$ cat src/rtl/xfer_seq.sv
// Purpose: fill/scan sequencer for the two-memory datapath (fill A, copy passing A words into B).
// Latency: a run lasts 2*DEPTH+1 cycles from the start edge to the done pulse.
// Backpressure: none; start is ignored unless idle, and abort cancels a run on the next edge.
module xfer_seq #(
  parameter int DEPTH = 8,
  parameter int AW    = 3
) (
  input  logic          clk,
  input  logic          rst,
  input  logic          start,
  input  logic          abort,
  input  logic          cmp_ok,
  output logic          WEA,
  output logic          IncA,
  output logic          WEB,
  output logic          IncB,
  output logic [AW-1:0] addr_a,
  output logic [AW-1:0] addr_b,
  output logic [AW:0]   count_b,
  output logic          busy,
  output logic          done
);

  typedef enum logic [1:0] {
    IDLE = 2'd0,
    FILL = 2'd1,
    SCAN = 2'd2,
    DONE = 2'd3
  } state_t;

  localparam logic [AW-1:0] LAST_A = AW'(DEPTH - 1);
  localparam logic [AW-1:0] ONE_A  = AW'(1);
  localparam logic [AW:0]   ONE_C  = (AW + 1)'(1);

  state_t state;
  state_t state_nxt;

  // State register; reset forces IDLE regardless of start/abort.
  always_ff @(posedge clk) begin
    if (rst) begin
      state <= IDLE;
    end else begin
      state <= state_nxt;
    end
  end

  // Next-state and enables: Moore except WEB/IncB, which follow cmp_ok during SCAN.
  always_comb begin
    state_nxt = state;
    WEA       = 1'b0;
    IncA      = 1'b0;
    WEB       = 1'b0;
    IncB      = 1'b0;
    busy      = 1'b0;
    done      = 1'b0;
    case (state)
      IDLE: begin
        if (start) begin
          state_nxt = FILL;
        end
      end
      FILL: begin
        WEA  = 1'b1;
        IncA = 1'b1;
        busy = 1'b1;
        if (abort) begin
          state_nxt = IDLE;
        end else if (addr_a == LAST_A) begin
          state_nxt = SCAN;
        end
      end
      SCAN: begin
        IncA = 1'b1;
        WEB  = cmp_ok;
        IncB = cmp_ok;
        busy = 1'b1;
        if (abort) begin
          state_nxt = IDLE;
        end else if (addr_a == LAST_A) begin
          state_nxt = DONE;
        end
      end
      DONE: begin
        done      = 1'b1;
        state_nxt = IDLE;
      end
      default: begin
        state_nxt = IDLE;
      end
    endcase
  end

  // Address counters and B write count. The A counter wraps to 0 on its own at DEPTH-1,
  // and B can take at most DEPTH writes per run, so neither B address nor count overflows.
  always_ff @(posedge clk) begin
    if (rst) begin
      addr_a  <= '0;
      addr_b  <= '0;
      count_b <= '0;
    end else begin
      case (state)
        IDLE: begin
          if (start) begin
            addr_a  <= '0;
            addr_b  <= '0;
            count_b <= '0;
          end
        end
        FILL: begin
          if (abort) begin
            addr_a <= '0;
            addr_b <= '0;
          end else begin
            addr_a <= addr_a + ONE_A;
          end
        end
        SCAN: begin
          // A write issued in the abort cycle still lands in B, so it is counted.
          if (cmp_ok) begin
            count_b <= count_b + ONE_C;
          end
          if (abort) begin
            addr_a <= '0;
            addr_b <= '0;
          end else begin
            addr_a <= addr_a + ONE_A;
            if (cmp_ok) begin
              addr_b <= addr_b + ONE_A;
            end
          end
        end
        default: begin
        end
      endcase
    end
  end

endmodule

$ cat config.mk
export PLATFORM = sky130hd
export DESIGN_NAME = xfer_seq
export DESIGN_NICKNAME = d
export VERILOG_FILES = /design/src/rtl/xfer_seq.sv
export SDC_FILE = /design/constraint.sdc
export NUM_CORES = 1
export LEC_CHECK = 0
export CORE_MARGIN = 8
export CORE_UTILIZATION = 45
export CTS_BUF_LIST = sky130_fd_sc_hd__clkbuf_8
export DETAILED_ROUTE_END_ITERATION = 7
export PLACE_DENSITY = 0.82
export SLEW_MARGIN = 20
export SYNTH_ARGS = -nofsm -noshare
export SYNTH_HDL_FRONTEND = slang
export SYNTH_SLANG_ARGS = --single-unit
export TNS_END_PERCENT = 1
$ cat constraint.sdc
create_clock -name clk -period 2.1 [get_ports clk]
set_clock_uncertainty 0.15 [all_clocks]
set_input_delay 0.21 -clock clk [delete_from_list [all_inputs] [get_ports clk]]
set_output_delay 0.21 -clock clk [all_outputs]
set_load 0.005 [all_outputs]
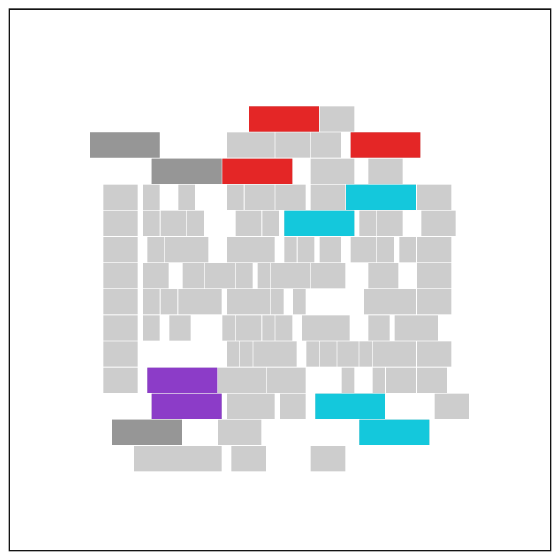
run_1/ff_map.png
Cyan stands for count_b, flops 4. Red stands for addr_b, flops 3. Purple stands for state, flops 2.
Another 3 sequential cells are not coloured.

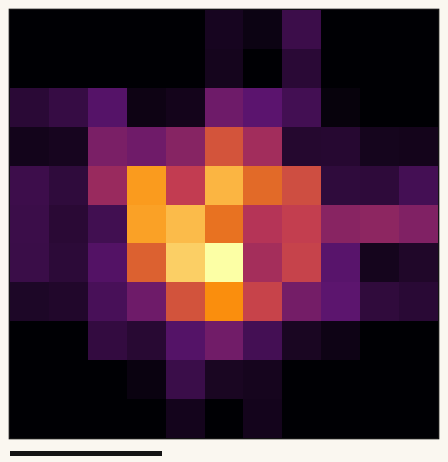
run_1/route_heat.png
Bar = 20 microns. 11 x 11 tiles, from black (low) to pale yellow (high), scaled to the fullest tile. Values are wire area over tile area, all layers added.
The mean over all tiles is 0.089. 14% of the tiles are over half the peak. The densest ninth of the die: centre. The fullest tile reaches 0.47. 33% of the tiles are nearly empty.

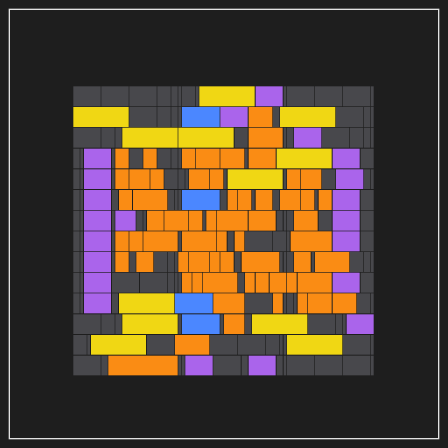
run_1/class_map.png
Fill, decap, tap and diode cells in grey.
Blue stands for clock drivers and dummy loads, cells 4, share of their area 5.7%. Yellow stands for registers, cells 12, share of their area 25%. Orange stands for remaining logic cells, cells 62, share of their area 48%. Purple stands for remaining buffers and delay cells, cells 21, share of their area 21%.

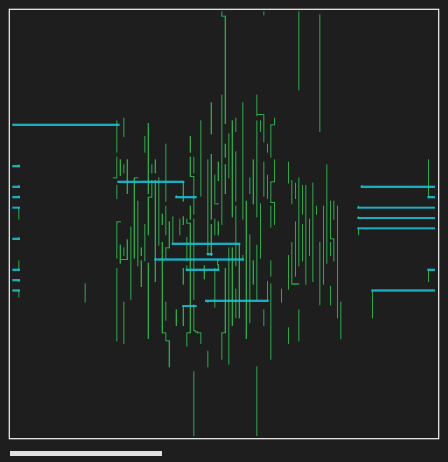
run_1/layers.png
Bar = 20 microns. Only two layers are drawn.
Green stands for M2, wire length 772 microns. Cyan stands for M3, wire length 113 microns.

==> results_slide.txt, run 1 <==
Key Metrics from the Run

Die
  – Core area: 1506 sq um

Cells and area
  – Layout Nets: 113
  – P&R area growth vs syn: 35.57%
  – Sequential cell count: 12
  – Inverters: 4
  – Multi-input gates: 58
  – Non-clk buf share: 21.04%

GRT
  – Global routing's busiest layer: met2
  – Grt total ovfl: 0
  – Number of global-route vias before repair: 664

Clocking
  – TritonCTS Buffers: 3
  – Hold-fix buffers, CTS: 0
  – CTS tree: done

Logic synthesis
  – Nets at Floorplan: 92
  – Cell count in the Yosys report: 79
  – Yosys Warn Count: 0
  – Synth cell count leaders: 12 x dfxtp_1, 8 x a21oi_1, 8 x ha_1
  – EDFF count, synth: 0
  – Count leader, synth: dfxtp_1
  – Post-synth ARST share: 0%
  – Synth area leaders: dfxtp_1 33%, ha_1 14%, a21oi_1 5.5%

Final timing
  – Worst-margin pin slew: 325.5 ps
  – Fin. max-slew vios: 0
  – Fmax: 504.5 MHz

Placement
  – Port Buffers: 20
  – RD Place Congestion: 0.8328

Status
  – Status: finished clean

Route
  – DRT antenna net count: 0
  – Total Wirelength: 1731 microns
  – Post-route DRC: 0

Run
  – MaxCap Viol Count: 0

Critical path
  – Kind of critical path: register to output pin
  – Crit path DRT: 1740 ps
  – Critical Path AT: 1620 ps

Pwr
  – Leakage: 0.3955 nW
  – Top pwr grp: the clock network
  – P_seq: 0.236 mW

Hold path
  – Hold path start: addr_b[2]
==> run 1: kinds of logic after synthesis <==
kind of cell             Yosys count  share of synthesized area, %
buffers and inverters              9                         7.043
multiplexers                       1                         1.546
AND-OR/OR-AND                     21                         18.21
XOR/XNOR                           2                         2.406
flip-flops                        12                         32.99
adder cells (fa/ha/maj)            8                         13.75
AND/OR/NAND/NOR                   26                         24.06
==> run 1: worst max-delay path, stage by stage (launching register included) <==
cell and delay (ps):
dfxtp_1 340, inv_1 140, ha_4 210, and2_1 180, clkdlybuf4s50_1 510
==> run 1: state kept, by name, indices dropped and copies added (netlist names) <==
signal,flops
addr_b,3
count_b,4
addr_a,3
state,2
==> run 1: worst max-delay path by stage <==
stage                         from         to  slack [ps]
final                     state[0]       IncB         120
after global routing      state[0]       IncB          30
after detailed placement  state[0]        WEB         270
after floorplan           state[0]  addr_b[2]         410
after global placement      cmp_ok       IncB         330
after CTS                 state[0]        WEB          20
==> run 1: cells in the final DEF (no fill, tap or decap), drive strengths merged, types with 2 or more instances in the layout <==
master          n
nand2           2
ha              8
nor2b           2
nor2            7
o21ai           5
clkbuf          4
xnor2           2
o21bai          2
inv             4
nand3           3
a21oi           8
dfxtp          12
clkdlybuf4s50  20
o31ai           2
==> run 1: metrics by stage <==
stage	worst slack (ps)	cell area, sq um	util [%]	instances	hold WS, ps
5_1_grt	32.82	987.2	65.53	115	380.7
6_report	117.9	987.2	65.53	115	344.0
3_3_place_gp	332.8	919.6	61.05	111	333.6
2_1_floorplan	407.5	728.2	-	79	233.9
4_1_cts	17.91	974.7	64.70	115	343.9
3_5_place_dp	271.6	919.6	61.05	111	334.3
==> run 1: layer usage <==
metal | vias up | wire length, microns
met5 | - | 0
met4 | 0 | 27
met3 | 6 | 112
met2 | 27 | 771
met1 | 306 | 818
li1 | 326 | -
run_1/placed.png
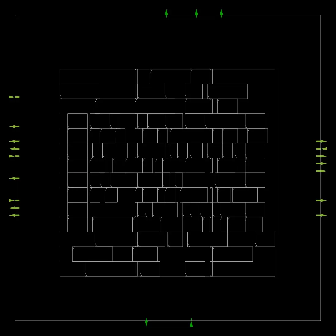

--- run 2 (diff from run 1) ---
==> config.mk (replaced) <==
export PLATFORM = sky130hd
export DESIGN_NAME = xfer_seq
export DESIGN_NICKNAME = d
export VERILOG_FILES = /design/src/rtl/xfer_seq.sv
export SDC_FILE = /design/constraint.sdc
export NUM_CORES = 1
export LEC_CHECK = 0
export CELL_PAD_IN_SITES_DETAIL_PLACEMENT = 0
export CELL_PAD_IN_SITES_GLOBAL_PLACEMENT = 1
export CORE_MARGIN = 8
export CORE_UTILIZATION = 35
export CTS_BUF_LIST = sky130_fd_sc_hd__clkbuf_8
export DETAILED_ROUTE_END_ITERATION = 7
export PLACE_DENSITY = 0.85
export SLEW_MARGIN = 20
export SYNTH_ARGS = -nofsm -noshare
export SYNTH_HDL_FRONTEND = slang
export SYNTH_SLANG_ARGS = --single-unit
export TNS_END_PERCENT = 100
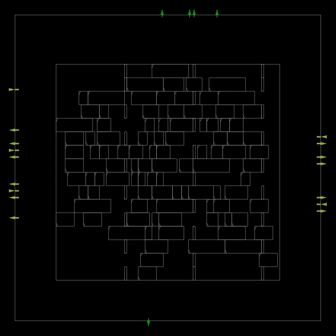
run_2/placed.png
placement row count: 16
Tapcells: 27
fill cell count: 210
final core utilization: 50.06%

==> run 2 against run 1 <==
Final area decreased by 0.51%. Register-to-register slack improved by 60 ps. Critical path depth stayed put. Worst setup slack got worse by 6.4 ps. Sequential share of layout area up 0.12 points. Non-clock buffer count up 1. Routed wire length rose by 2.8%. Total power shrank 7.8%. Clock power decreased by 17%. Maximum frequency decreased by 0.32%. Critical path type unchanged. Combinational power fell by 2.6%. Final cell count rose by 9.6%.
==> results_slide.txt, run 2 <==
Key Metrics from the Run

Status
  – Status: finished clean

Cells and area
  – Most common logic cell in the routed design: clkdlybuf4s50_1
  – Reg with most FFs: count_b
  – Most instantiated logic cells after routing: 20 x clkdlybuf4s50_1, 12 x dfxtp_1, 8 x a21oi_1, 8 x ha_1, 6 x nor2_1
  – Top Registers: count_b (4), addr_a (3), addr_b (3)
  – P&R area growth vs syn: 34.88%
  – Final Instance Area: 982.2 sq um (-0.51%)

GRT
  – Grt total ovfl: 0 (unchanged)

Route
  – Vias per cell: 5.175
  – Post-route DRC: 0 (unchanged)
  – Total Wirelength: 1779 microns (+2.8%)
  – DRT antenna net count: 0 (unchanged)
  – DR pass1 iterations: 2

Die
  – Core area: 1962 sq um (+30%)

Placement
  – DP Area: 940.9 sq um (+2.3%)
  – Port Buffers: 20 (unchanged)
  – Place WS: 274.5 ps (+2.902 ps)

Critical path
  – CP Buf/Inv Count: 2 (unchanged)
  – CP max stage delay: 530 ps (+20 ps)
  – Worst setup SP type: register
  – Critical Path AT: 1630 ps (about the same)
  – Crit path DRT: 1740 ps (about the same)
  – Cell breakdown of the critical path: inv_1, ha_1, and2_1, clkdlybuf4s50_1
  – Largest delay share family, worst path: buffers and inverters
  – CP max stage cell: clkdlybuf4s50_1

Final timing
  – Worst-margin pin slew: 350.7 ps (+25.13 ps)
  – Fmax: 502.9 MHz (-0.32%)

Pwr
  – Leakage: 0.3939 nW (-0.41%)

Logic synthesis
  – Count leader, synth: dfxtp_1
  – Yosys Warn Count: 0 (unchanged)
  – Synth area leaders: dfxtp_1 33%, ha_1 14%, a21oi_1 5.5%
  – Post-synth ARST share: 0% (unchanged)
  – Cell count in the Yosys report: 79 (unchanged)
  – EDFF count, synth: 0 (unchanged)
  – Synth cell count leaders: 12 x dfxtp_1, 8 x a21oi_1, 8 x ha_1
  – Nets at Floorplan: 92 (unchanged)

Run
  – OpenROAD warning count: 29
  – MaxCap Viol Count: 0 (unchanged)

Clocking
  – CTS tree: done
  – Hold-fix buffers, CTS: 0 (unchanged)
  – Postcts setup bufs: 0
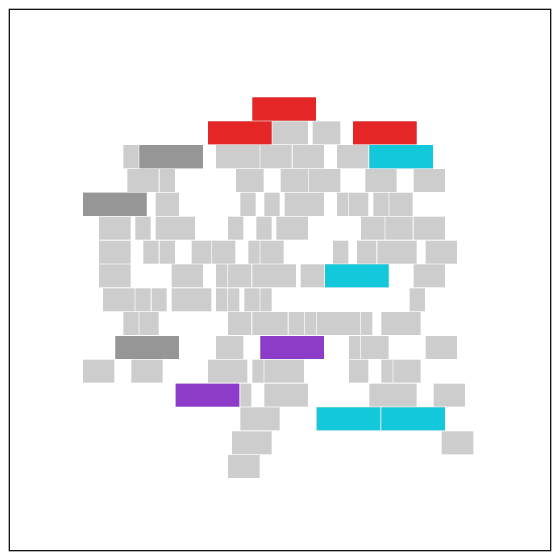
run_2/ff_map.png
Cyan stands for count_b, flops 4. Purple stands for state, flops 2. Red stands for addr_b, flops 3.
Another 3 sequential cells are not coloured.

run 2: cell counts after synthesis:
Identical to the previous run, type by type.
run 2: layout make-up:
class	count	area (sq um)	area share [%]
multi-input combinational	58	436.7	44.46
sequential	12	240.2	24.46
timing repair buffer	22	215.2	21.91
clock buffer	3	41.29	4.204
tap	27	33.78	3.439
inverter	4	15.01	1.529
run 2: per-layer routing:
metal / global-route usage (%) / up-vias / share of wire, %
li1: - / 321 / -
met1: 11.95 / 309 / 45
met2: 16.99 / 18 / 46
met3: 4.802 / 4 / 8.3
met4: 5.844 / 0 / 1.4
met5: 0 / - / 0
run 2: stage by stage:
stage                     cells  hold WS (ps)
after floorplan              79         233.9
after global placement      123         330.9
after detailed placement    123         344.6
after CTS                   126         351.0
after global routing        126         372.7
final                       126         341.6
run 2: path summary, 6_finish.rpt:
check                                from  slack [ps]    endpoint  cells past startpoint
worst min register to register  addr_b[2]         340   addr_b[2]                      1
worst max-delay path             state[0]         110        IncB                      4
worst max register to register   state[0]         340  count_b[2]                      7
worst min-delay path            addr_b[2]         340   addr_b[2]                      1
run 2: kinds of logic after synthesis:
logic type | Yosys count | share of synthesized area [%]
AND/OR/NAND/NOR | 26 | 24.06
AND-OR/OR-AND | 21 | 18.21
flip-flops | 12 | 32.99
buffers and inverters | 9 | 7.043
adder cells (fa/ha/maj) | 8 | 13.75
XOR/XNOR | 2 | 2.406
multiplexers | 1 | 1.546
run 2: power by group:
part / internal (mW) / switching (mW)
Sequential: 0.232 / 0.00395
Clock: 0.126 / 0.0790
Combinational: 0.0452 / 0.0498
run_2/route_heat.png
Bar = 20 microns. 12 x 12 tiles, from black (low) to pale yellow (high), scaled to the fullest tile. Values are wire area over tile area, all layers added.
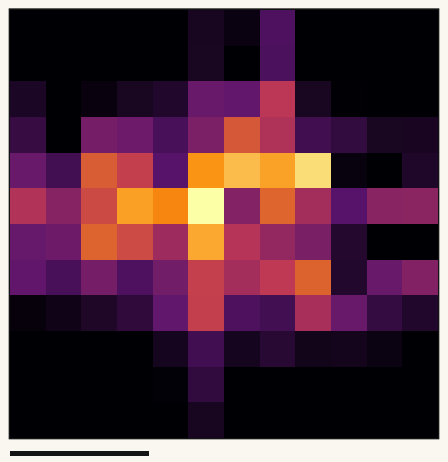

--- run 3 (diff from run 2) ---
--- a/config.mk
+++ b/config.mk
@@ -5,6 +5,7 @@
 export SDC_FILE = /design/constraint.sdc
 export NUM_CORES = 1
 export LEC_CHECK = 0
+export ABC_CLOCK_PERIOD_IN_PS = 2100
 export CELL_PAD_IN_SITES_DETAIL_PLACEMENT = 0
 export CELL_PAD_IN_SITES_GLOBAL_PLACEMENT = 1
 export CORE_MARGIN = 8
@@ -12,6 +13,7 @@
 export CTS_BUF_LIST = sky130_fd_sc_hd__clkbuf_8
 export DETAILED_ROUTE_END_ITERATION = 7
 export PLACE_DENSITY = 0.85
+export REMOVE_ABC_BUFFERS = 1
 export SLEW_MARGIN = 20
 export SYNTH_ARGS = -nofsm -noshare
 export SYNTH_HDL_FRONTEND = slang
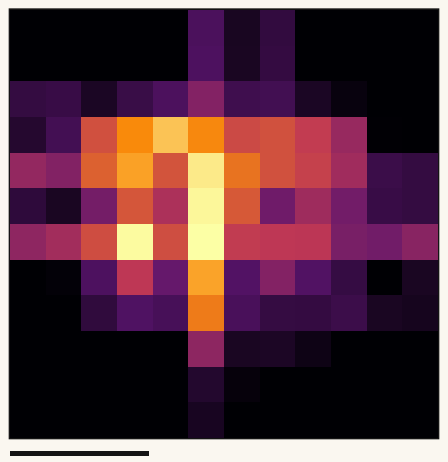
run_3/route_heat.png
Bar = 20 microns. 12 x 12 tiles, from black (low) to pale yellow (high), scaled to the fullest tile. Values are wire area over tile area, all layers added.
The mean over all tiles is 0.080. The densest ninth of the die: centre. The fullest tile reaches 0.38. 17% of the tiles are over half the peak. 40% of the tiles are nearly empty. The emptiest ninth of the die: south-west.

==> run 3 against run 2 <==
First-iteration DRC count increased by 56%. Final area increased by 1.9%. Clock power is 25% higher. Synthesized cell count stayed put. Highest routed layer unchanged. Global-route usage shrank 0.30 points. Worst hold slack improved by 13 ps. Synthesized area unchanged. Worst setup slack improved by 26 ps. Largest cell class unchanged. Maximum frequency grew 1.3%. Sequential power about the same.
==> results_slide.txt, run 3 <==
Key Metrics from the Run

Status
  – Status: finished clean

Critical path
  – Worst setup SP type: register
  – Critical Path AT: 1600 ps (-30 ps)
  – CP Buf/Inv Count: 2 (unchanged)
  – Cell breakdown of the critical path: inv_1, ha_4, and2_1, clkdlybuf4s50_1
  – Worst setup path endpoint: IncB
  – Largest delay share family, worst path: buffers and inverters
  – CP startpoint: state[0]
  – Flop2flop setup slack: 280 ps (-60 ps)
  – Levels on crit path: 4 (unchanged)
  – Reg-to-Reg Start: state[0]
  – CP max stage cell: clkdlybuf4s50_1
  – Worst R2R Path Depth: 6 (-1)
  – FF-to-FF End: addr_b[0]

Clocking
  – Hold-fix buffers, CTS: 0 (unchanged)
  – TritonCTS Buffers: 3
  – CTS tree: done
  – Insertion Delay late pin: 250 ps
  – Postcts setup bufs: 0 (unchanged)

Route
  – DR pass1 iterations: 4 (+2)
  – Post-route DRC: 0 (unchanged)
  – Vias per cell: 5.206 (+0.61%)
  – DRT antenna net count: 0 (unchanged)

Logic synthesis
  – EDFF count, synth: 0 (unchanged)
  – Synth area leaders: dfxtp_1 33%, ha_1 14%, a21oi_1 5.5%
  – Post-synth ARST share: 0% (unchanged)
  – Mux share of post-synthesis cell area: 1.546% (unchanged)
  – Adder Share, Synth: 13.75% (unchanged)
  – Main logic family: simple AND/OR/NAND/NOR gates
  – XORs/XNORs by Area: 2.405% (unchanged)
  – Synth cell count leaders: 12 x dfxtp_1, 8 x a21oi_1, 8 x ha_1
  – Cell count in the Yosys report: 79 (unchanged)
  – Compound Share, Synth: 18.21% (unchanged)
  – Simple-gate share of the synthesized area: 24.05% (unchanged)
  – Count leader, synth: dfxtp_1

Pwr
  – Leakage: 0.3955 nW (+0.42%)

GRT
  – Initial antenna violation count: 0
  – Grt total ovfl: 0 (unchanged)

Die
  – Placement row count: 16 (unchanged)
  – Core area: 1962 sq um (unchanged)

Cells and area
  – Reg with most FFs: count_b
  – Flop area: 240.2 sq um (unchanged)
  – Most instantiated logic cells after routing: 20 x clkdlybuf4s50_1, 12 x dfxtp_1, 8 x a21oi_1
  – Logic area: 449.2 sq um (+2.9%)
  – Top Registers: count_b (4), addr_a (3), addr_b (3)
  – P&R area growth vs syn: 37.46%
  – Most common logic cell in the routed design: clkdlybuf4s50_1
  – Fill cell count: 209 (-0.48%)
  – Post-Layout Cell Count: 126 (unchanged)

Run
  – OpenROAD warning count: 28 (-3.4%)
  – MaxCap Viol Count: 0 (unchanged)

Placement
  – Post-DP HPWL: 1370 microns
  – Port Buffers: 20 (unchanged)
  – Placed Cells: 122 (-0.81%)

Final timing
  – Fmax: 509.6 MHz (+1.3%)
  – Worst-margin pin slew: 321.0 ps (-29.66 ps)
  – Min Hold Slack: 354.3 ps (+12.70 ps)
  – Relative slew slack: 78.52%
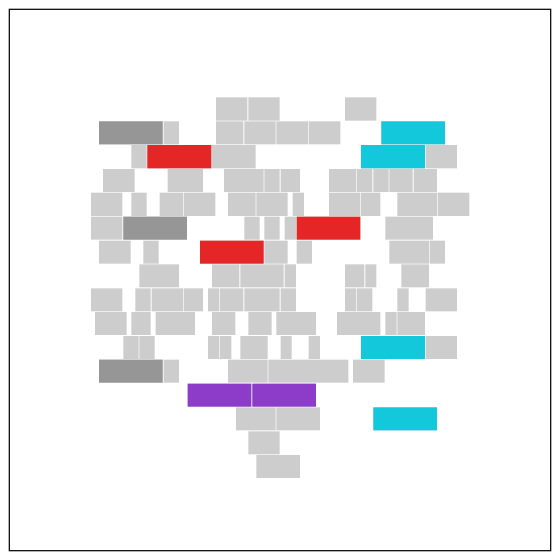
run_3/ff_map.png
Red stands for addr_b, flops 3. Purple stands for state, flops 2. Cyan stands for count_b, flops 4.
Another 3 sequential cells are not coloured.

run 3: cell types whose count changed in the layout (fill, tap and decap cells not counted), sizes merged:
cell / change
buf: -1
clkbuf: +1
run 3: logic make-up (layout without fill, tap and decap cells):
logic type | Yosys count | count (layout)
adders and majority gates | 8 | 8
muxes | 1 | 1
xor gates and xnor gates | 2 | 2
and+or+nand+nor | 26 | 26
AOI/OAI and AO/OA | 21 | 21
buffers and inverters | 9 | 29
DFF | 12 | 12
run 3: report_power, final:
part	leakage, nW	switching [mW]	internal (mW)
Sequential	0.0970	0.00436	0.232
Clock	0.0288	0.0899	0.166
Combinational	0.270	0.0525	0.0452
Total	0.396	0.147	0.443
run 3: final cells by class:
type	count	share of cell area, %
multi-input cells	58	44.88
flip-flops and latches	12	24.00
repair buffers	21	20.75
clock buffers	4	5.500
well taps	27	3.375
inverters	4	1.500
run 3: metrics by stage:
step           instance area, sq um  util [%]  worst slack [ps]  power [mW]
2_1_floorplan                 691.9         -             430.0      0.2912
3_3_place_gp                  933.4     47.58             309.7      0.3358
3_5_place_dp                  933.4     47.58             280.4      0.3361
4_1_cts                       988.4     50.38             5.545      0.5988
5_1_grt                        1001     51.02             31.67      0.6191
6_report                       1001     51.02             137.7      0.5897
run 3: worst min path at each step:
stage               slack, ps        end  cells after the start       from
global placement          330  addr_a[1]                      2  addr_a[1]
global route              390  addr_b[2]                      1  addr_b[2]
finish                    350  addr_a[2]                      2  addr_a[2]
CTS                       360  addr_a[1]                      2  addr_a[1]
detailed placement        340  addr_b[1]                      1  addr_b[1]
floorplan                 130  addr_a[0]                      1        rst
run 3: routing by layer:
layer | routed length [microns] | track usage, %
met5 | 0 | 0
met4 | 42 | 6.818
met3 | 160 | 3.967
met2 | 831 | 16.69
met1 | 817 | 11.47
Power and IR drop assume default switching activity.
